### Clock wiring as the flow saved it

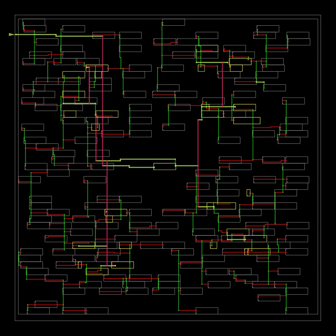
### Power grid

Scale: 3 px per um. Pins as bars on the die edge.
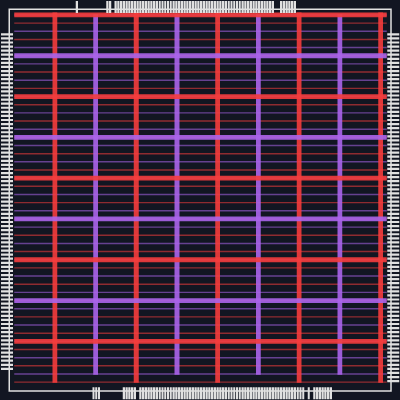
### Cell area per tile

Scale: 3 px per um. 13 x 13 tiles, from black (low) to pale yellow (high), 0 to 100% covered.
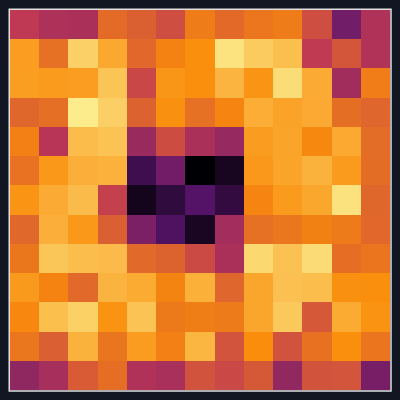
--- config.mk ---
export PLATFORM = sky130hd
export DESIGN_NAME = memory_access
export DESIGN_NICKNAME = d
export VERILOG_FILES = /design/src/rtl/ecpu_pkg.sv /design/src/rtl/lsu_align.sv /design/src/rtl/memory_access.sv
export SDC_FILE = /design/constraint.sdc
export NUM_CORES = 1
export LEC_CHECK = 0
export CORE_UTILIZATION = 46
export DETAILED_ROUTE_END_ITERATION = 7
export PLACE_DENSITY_LB_ADDON = 0.2
export SLEW_MARGIN = 20
export SYNTH_ARGS = -nofsm -noshare
export SYNTH_HDL_FRONTEND = slang
export SYNTH_SLANG_ARGS = --single-unit
export TNS_END_PERCENT = 50
--- constraint.sdc ---
create_clock -name clk_i -period 4.7 [get_ports clk_i]
set_input_delay 0.94 -clock clk_i [delete_from_list [all_inputs] [get_ports clk_i]]
set_output_delay 0.94 -clock clk_i [all_outputs]
set_load 0.005 [all_outputs]
--- src/rtl/ecpu_pkg.sv ---
// Shared eCPU definitions: opcodes, funct3 codes and the memory-stage state type.
package ecpu_pkg;

  localparam logic [6:0] OPC_LOAD  = 7'b0000011;
  localparam logic [6:0] OPC_STORE = 7'b0100011;

  localparam logic [2:0] F3_LB  = 3'b000;
  localparam logic [2:0] F3_LH  = 3'b001;
  localparam logic [2:0] F3_LW  = 3'b010;
  localparam logic [2:0] F3_LBU = 3'b100;
  localparam logic [2:0] F3_LHU = 3'b101;
  localparam logic [2:0] F3_SB  = 3'b000;
  localparam logic [2:0] F3_SH  = 3'b001;
  localparam logic [2:0] F3_SW  = 3'b010;

  typedef enum logic {IDLE, BUSY} mem_state_t;

  function automatic logic is_mem_op(input logic [6:0] opcode);
    return (opcode == OPC_LOAD) || (opcode == OPC_STORE);
  endfunction

endpackage

--- src/rtl/lsu_align.sv ---
// Byte-lane steering: store byte enables / replicated store data, and load
// extraction with sign or zero extension. Purely combinational.
module lsu_align
  import ecpu_pkg::*;
#(
  parameter int XLEN = 32
) (
  input  logic [2:0]      funct3,
  input  logic [1:0]      offset,
  input  logic [XLEN-1:0] store_data,
  input  logic [XLEN-1:0] load_raw,
  output logic [3:0]      be,
  output logic [XLEN-1:0] wdata,
  output logic [XLEN-1:0] load_data
);

  logic [XLEN-1:0]        byte_lane;
  logic [XLEN-1:0]        half_lane;
  logic signed [7:0]      byte_s;
  logic signed [15:0]     half_s;
  logic signed [XLEN-1:0] byte_sx;
  logic signed [XLEN-1:0] half_sx;

  // Halfword lane uses addr[1] only, so a stray addr[0] is dropped here.
  assign byte_lane = load_raw >> {offset, 3'b000};
  assign half_lane = load_raw >> {offset[1], 4'b0000};
  assign byte_s    = signed'(byte_lane[7:0]);
  assign half_s    = signed'(half_lane[15:0]);
  assign byte_sx   = byte_s;
  assign half_sx   = half_s;

  always_comb begin
    be        = 4'b1111;
    wdata     = store_data;
    load_data = load_raw;
    case (funct3[1:0])
      2'b00: begin
        be        = 4'b0001 << offset;
        wdata     = {4{store_data[7:0]}};
        load_data = funct3[2] ? {{(XLEN-8){1'b0}}, byte_lane[7:0]} : unsigned'(byte_sx);
      end
      2'b01: begin
        be        = 4'b0011 << {offset[1], 1'b0};
        wdata     = {2{store_data[15:0]}};
        load_data = funct3[2] ? {{(XLEN-16){1'b0}}, half_lane[15:0]} : unsigned'(half_sx);
      end
      default: ;
    endcase
  end

endmodule

--- src/rtl/memory_access.sv ---
// eCPU memory stage: request/ack data-memory access, stall control and the
// writeback register. Optional misaligned-access trap: MEM_MISALIGN_CHECK_EN.
module memory_access
  import ecpu_pkg::*;
#(
  parameter int XLEN           = 32,
  parameter int REG_ADDR_WIDTH = 5,
  parameter int ILEN           = 32
) (
  input  logic                      clk_i,
  input  logic                      rst_ni,
  input  logic                      valid_i,
  input  logic [ILEN-1:0]           instr_i,
  input  logic [XLEN-1:0]           alu_result_i,
  input  logic [XLEN-1:0]           rs2_data_i,
  input  logic [REG_ADDR_WIDTH-1:0] rd_addr_i,
  input  logic                      reg_write_i,
  output logic                      stall_o,
  output logic                      dmem_req_o,
  output logic                      dmem_we_o,
  output logic [XLEN-1:0]           dmem_addr_o,
  output logic [3:0]                dmem_be_o,
  output logic [XLEN-1:0]           dmem_wdata_o,
  input  logic [XLEN-1:0]           dmem_rdata_i,
  input  logic                      dmem_ack_i,
`ifdef MEM_MISALIGN_CHECK_EN
  output logic                      misalign_o,
`endif
  output logic                      valid_o,
  output logic [ILEN-1:0]           instr_o,
  output logic [XLEN-1:0]           alu_result_o,
  output logic [XLEN-1:0]           mem_data_o,
  output logic [REG_ADDR_WIDTH-1:0] rd_addr_o,
  output logic                      reg_write_o
);

  mem_state_t      state, state_next;
  logic [2:0]      funct3;
  logic            is_load, is_store, mem_op;
  logic            misalign, mem_go, ack_done, wb_load;
  logic [3:0]      be_c;
  logic [XLEN-1:0] wdata_c, load_c;

  assign funct3   = instr_i[14:12];
  assign is_load  = instr_i[6:0] == OPC_LOAD;
  assign is_store = instr_i[6:0] == OPC_STORE;
  assign mem_op   = is_mem_op(instr_i[6:0]);

`ifdef MEM_MISALIGN_CHECK_EN
  assign misalign = mem_op && (((funct3[1:0] == 2'b01) && alu_result_i[0]) ||
                               (funct3[1] && (alu_result_i[1:0] != 2'b00)));
`else
  assign misalign = 1'b0;
`endif

  // A trapped misaligned op never reaches memory and so never stalls.
  assign mem_go   = valid_i && mem_op && !misalign;
  assign ack_done = (state == BUSY) && dmem_ack_i;
  assign stall_o  = mem_go && !ack_done;
  assign wb_load  = ((state == IDLE) && valid_i && !mem_go) || ack_done;

  lsu_align #(.XLEN(XLEN)) u_lsu_align (
    .funct3     (funct3),
    .offset     (alu_result_i[1:0]),
    .store_data (rs2_data_i),
    .load_raw   (dmem_rdata_i),
    .be         (be_c),
    .wdata      (wdata_c),
    .load_data  (load_c)
  );

  always_ff @(posedge clk_i or negedge rst_ni) begin
    if (!rst_ni) state <= IDLE;
    else         state <= state_next;
  end

  always_comb begin
    state_next = state;
    case (state)
      IDLE:    if (mem_go) state_next = BUSY;
      BUSY:    if (dmem_ack_i) state_next = IDLE;
      default: state_next = IDLE;
    endcase
  end

  // ---- request register: held stable for the whole BUSY period ----
  always_ff @(posedge clk_i or negedge rst_ni) begin
    if (!rst_ni) begin
      dmem_req_o   <= 1'b0;
      dmem_we_o    <= 1'b0;
      dmem_addr_o  <= '0;
      dmem_be_o    <= '0;
      dmem_wdata_o <= '0;
    end else if ((state == IDLE) && mem_go) begin
      dmem_req_o   <= 1'b1;
      dmem_we_o    <= is_store;
      dmem_addr_o  <= {alu_result_i[XLEN-1:2], 2'b00};
      dmem_be_o    <= be_c;
      dmem_wdata_o <= wdata_c;
    end else if (ack_done) begin
      dmem_req_o   <= 1'b0;
    end
  end

  // ---- writeback register: bubble unless an op completes this edge ----
  always_ff @(posedge clk_i or negedge rst_ni) begin
    if (!rst_ni) begin
      valid_o      <= 1'b0;
      instr_o      <= '0;
      alu_result_o <= '0;
      mem_data_o   <= '0;
      rd_addr_o    <= '0;
      reg_write_o  <= 1'b0;
`ifdef MEM_MISALIGN_CHECK_EN
      misalign_o   <= 1'b0;
`endif
    end else if (wb_load) begin
      valid_o      <= 1'b1;
      instr_o      <= instr_i;
      alu_result_o <= alu_result_i;
      mem_data_o   <= (ack_done && is_load) ? load_c : '0;
      rd_addr_o    <= rd_addr_i;
      reg_write_o  <= reg_write_i && !misalign;
`ifdef MEM_MISALIGN_CHECK_EN
      misalign_o   <= misalign;
`endif
    end else begin
      valid_o      <= 1'b0;
      reg_write_o  <= 1'b0;
`ifdef MEM_MISALIGN_CHECK_EN
      misalign_o   <= 1'b0;
`endif
    end
  end

endmodule
==> GITHUB_STEP_SUMMARY <==
### Yosys + OpenROAD results

| Metric | Value |
|---|---|
| Status | `completed` |
| Placed Instance Area | `10400 um2` |
| Final hold vios | `0` |
| Hpwl dp | `14900 um` |
| Root Buffer | `clkbuf_16` |
| Critical-path cell list | `clkdlybuf4s50_1, nand4bb_1, nor2_1, and3_1, clkdlybuf4s50_1` |
| Worst vdd ir | `~0.00024 V` |
| Drt first-iter violations | `317` |
| Num ports | `312` |
| Log Warnings | `26` |
| Place WS | `around 1100 ps` |
| Flops after synth | `~170` |
| Vias in the first global route | `5833` |
| Dominant delay contributor by cell family on the critical path | `buffers and inverters` |
| Setup bufs post-CTS | `0` |
| Max Cap Violations | `0` |
| CP max FO | `4` |
| Vias per inst | `roughly 5.4` |
| Combinational fraction of design power | `0.199` |
| Area leader share | `0.601` |
| Crit path DAT | `roughly 2600 ps` |
| Synth warn | `0` |
| Synth unique cells | `43` |
| GR Overflow Total | `0` |
| Total number of vias | `around 5600` |
| Hold buffer count at CTS | `0` |
| Die height | `127 um` |
| Setup_tns | `0 ps` |
| # Cells Yosys | `~540` |
| Buffers and inverters on the worst path | `2` |
| Asr flop ratio synth | `1.00` |
| Fmax | `284 MHz` |
| Cell taking the most area after synthesis | `dfrtp_1` |
| Reg clk slew, reported paths | `60 ps` |
| Clock share of power | `0.352` |
| Utilization after layout | `0.720` |
| Worst path required time | `~3800 ps` |
| First-pass GRT wire length | `32000 um` |
| Final max-slew violation count | `0` |
| Clock group total power | `about 0.0013 W` |
| Top Consumer | `sequential cells` |
| Endpoint class of the critical path | `output port` |
| Routed length per instance | `around 20 um` |
| TritonCTS clock tree | `done` |
| WL final | `slightly above 20000 um` |
| Setup violators final | `0` |
| Fin crit period | `around 3500 ps` |
| Crit start category | `input port` |
| Insertion delay at the late pin of the worst-skew pair | `about 420 ps` |
| Combinational power | `0.000758 W` |
| Flop pwr share | `0.449` |
| Pleak | `4.69 nW` |
| Slowest-stage cell, CP | `clkdlybuf4s50_1` |
| Most common logic cells in the final layout | `307 x clkdlybuf4s50_1, 172 x dfrtp_1, 117 x mux2_2` |
| RSZ-0062 raised after global routing | `no` |
| Final Power | `around 0.0038 W` |
| Post-route ant nets | `0` |
| Yosys chip area | `7160 um2` |
| Internal | `~0.0029 W` |
| H-tree depth | `4` |
| Most frequent logic cell in the layout | `clkdlybuf4s50_1` |
| GPL Wtd Cong | `roughly 0.86` |
| Share of cells above drive strength 1 | `0.199` |
Back to the opening pictures, 'Clock wiring as the flow saved it':
# clk buffers: 23
clock sink count: 172
Worst Skew: 9.78 ps
seq_cells: 172
number of buffers created by CTS: 17

Back to the opening pictures, 'Power grid':
[red] VSS
[purple] VDD
met1 rails: 46
signal pins: 312
met4 straps: 9

Back to the opening pictures, 'Cell area per tile':
nearly empty tiles: 0.60%
fullest tile: 96%
emptiest ninth of the die: middle
mean over tiles: 67%
tiles over 75% full: 42%
Pre-Place Util: 0.471
core area: 15200 um2

[logic make-up (layout without fill, tap and decap cells)]
logic type	after synthesis	in the layout	synth area share
DFF	172	172	0.601
muxes	142	142	0.221
AOI/OAI and AO/OA	99	99	0.101
and+or+nand+nor	74	74	0.0477
buffers and inverters	47	351	0.0287
other	1	2	0.000524
[cells in the mapped netlist, drive strengths merged, types with 3 or more instances]
cell	instances
clkbuf	27
a22o	7
mux2i	24
a221oi	7
a222oi	7
o21ai	42
nand2b	3
dfrtp	172
nor2	13
nand2	43
mux2	117
buf	14
nor2b	4
a21oi	9
inv	5
a221o	17
[registers in the layout, indices dropped and copies added (netlist names), 4 cells and up]
name / cells
alu_result_o: 32
dmem_addr_o: 30
rd_addr_o: 5
mem_data_o: 32
dmem_be_o: 4
instr_o: 32
dmem_wdata_o: 32
[layout make-up]
cell class | count | area, um2 | share of cell area
clock buffers | 23 | 478 | 0.0437
inverters | 6 | 22.5 | 0.00206
well taps | 188 | 235 | 0.0215
repair buffers | 314 | 3140 | 0.287
flip-flops and latches | 172 | 4300 | 0.393
clock inverters | 8 | 85.1 | 0.00777
multi-input cells | 317 | 2680 | 0.245
[per-layer routing]
layer  up-vias  routed length [um]  track usage
li1       2514                   -            -
met1      2766                7760        0.302
met2       277               10200        0.448
met3        30                2010       0.0957
met4         0                 431       0.0973
met5         -                   0            0
[worst paths after layout]
path / from / endpoint / slack, ps / depth (start not counted)
min in group asynchronous: rst_ni / alu_result_o[1] / 530 / 1
worst max-delay path: instr_i[2] / stall_o / 1180 / 5
max in group asynchronous: rst_ni / dmem_addr_o[18] / 3210 / 2
worst min register to register: dmem_wdata_o[18] / dmem_wdata_o[18] / 480 / 2
worst max register to register: state / mem_data_o[18] / 2270 / 4
worst min-delay path: dmem_wdata_o[18] / dmem_wdata_o[18] / 480 / 2
Power is estimated from default activity; no workload was simulated.
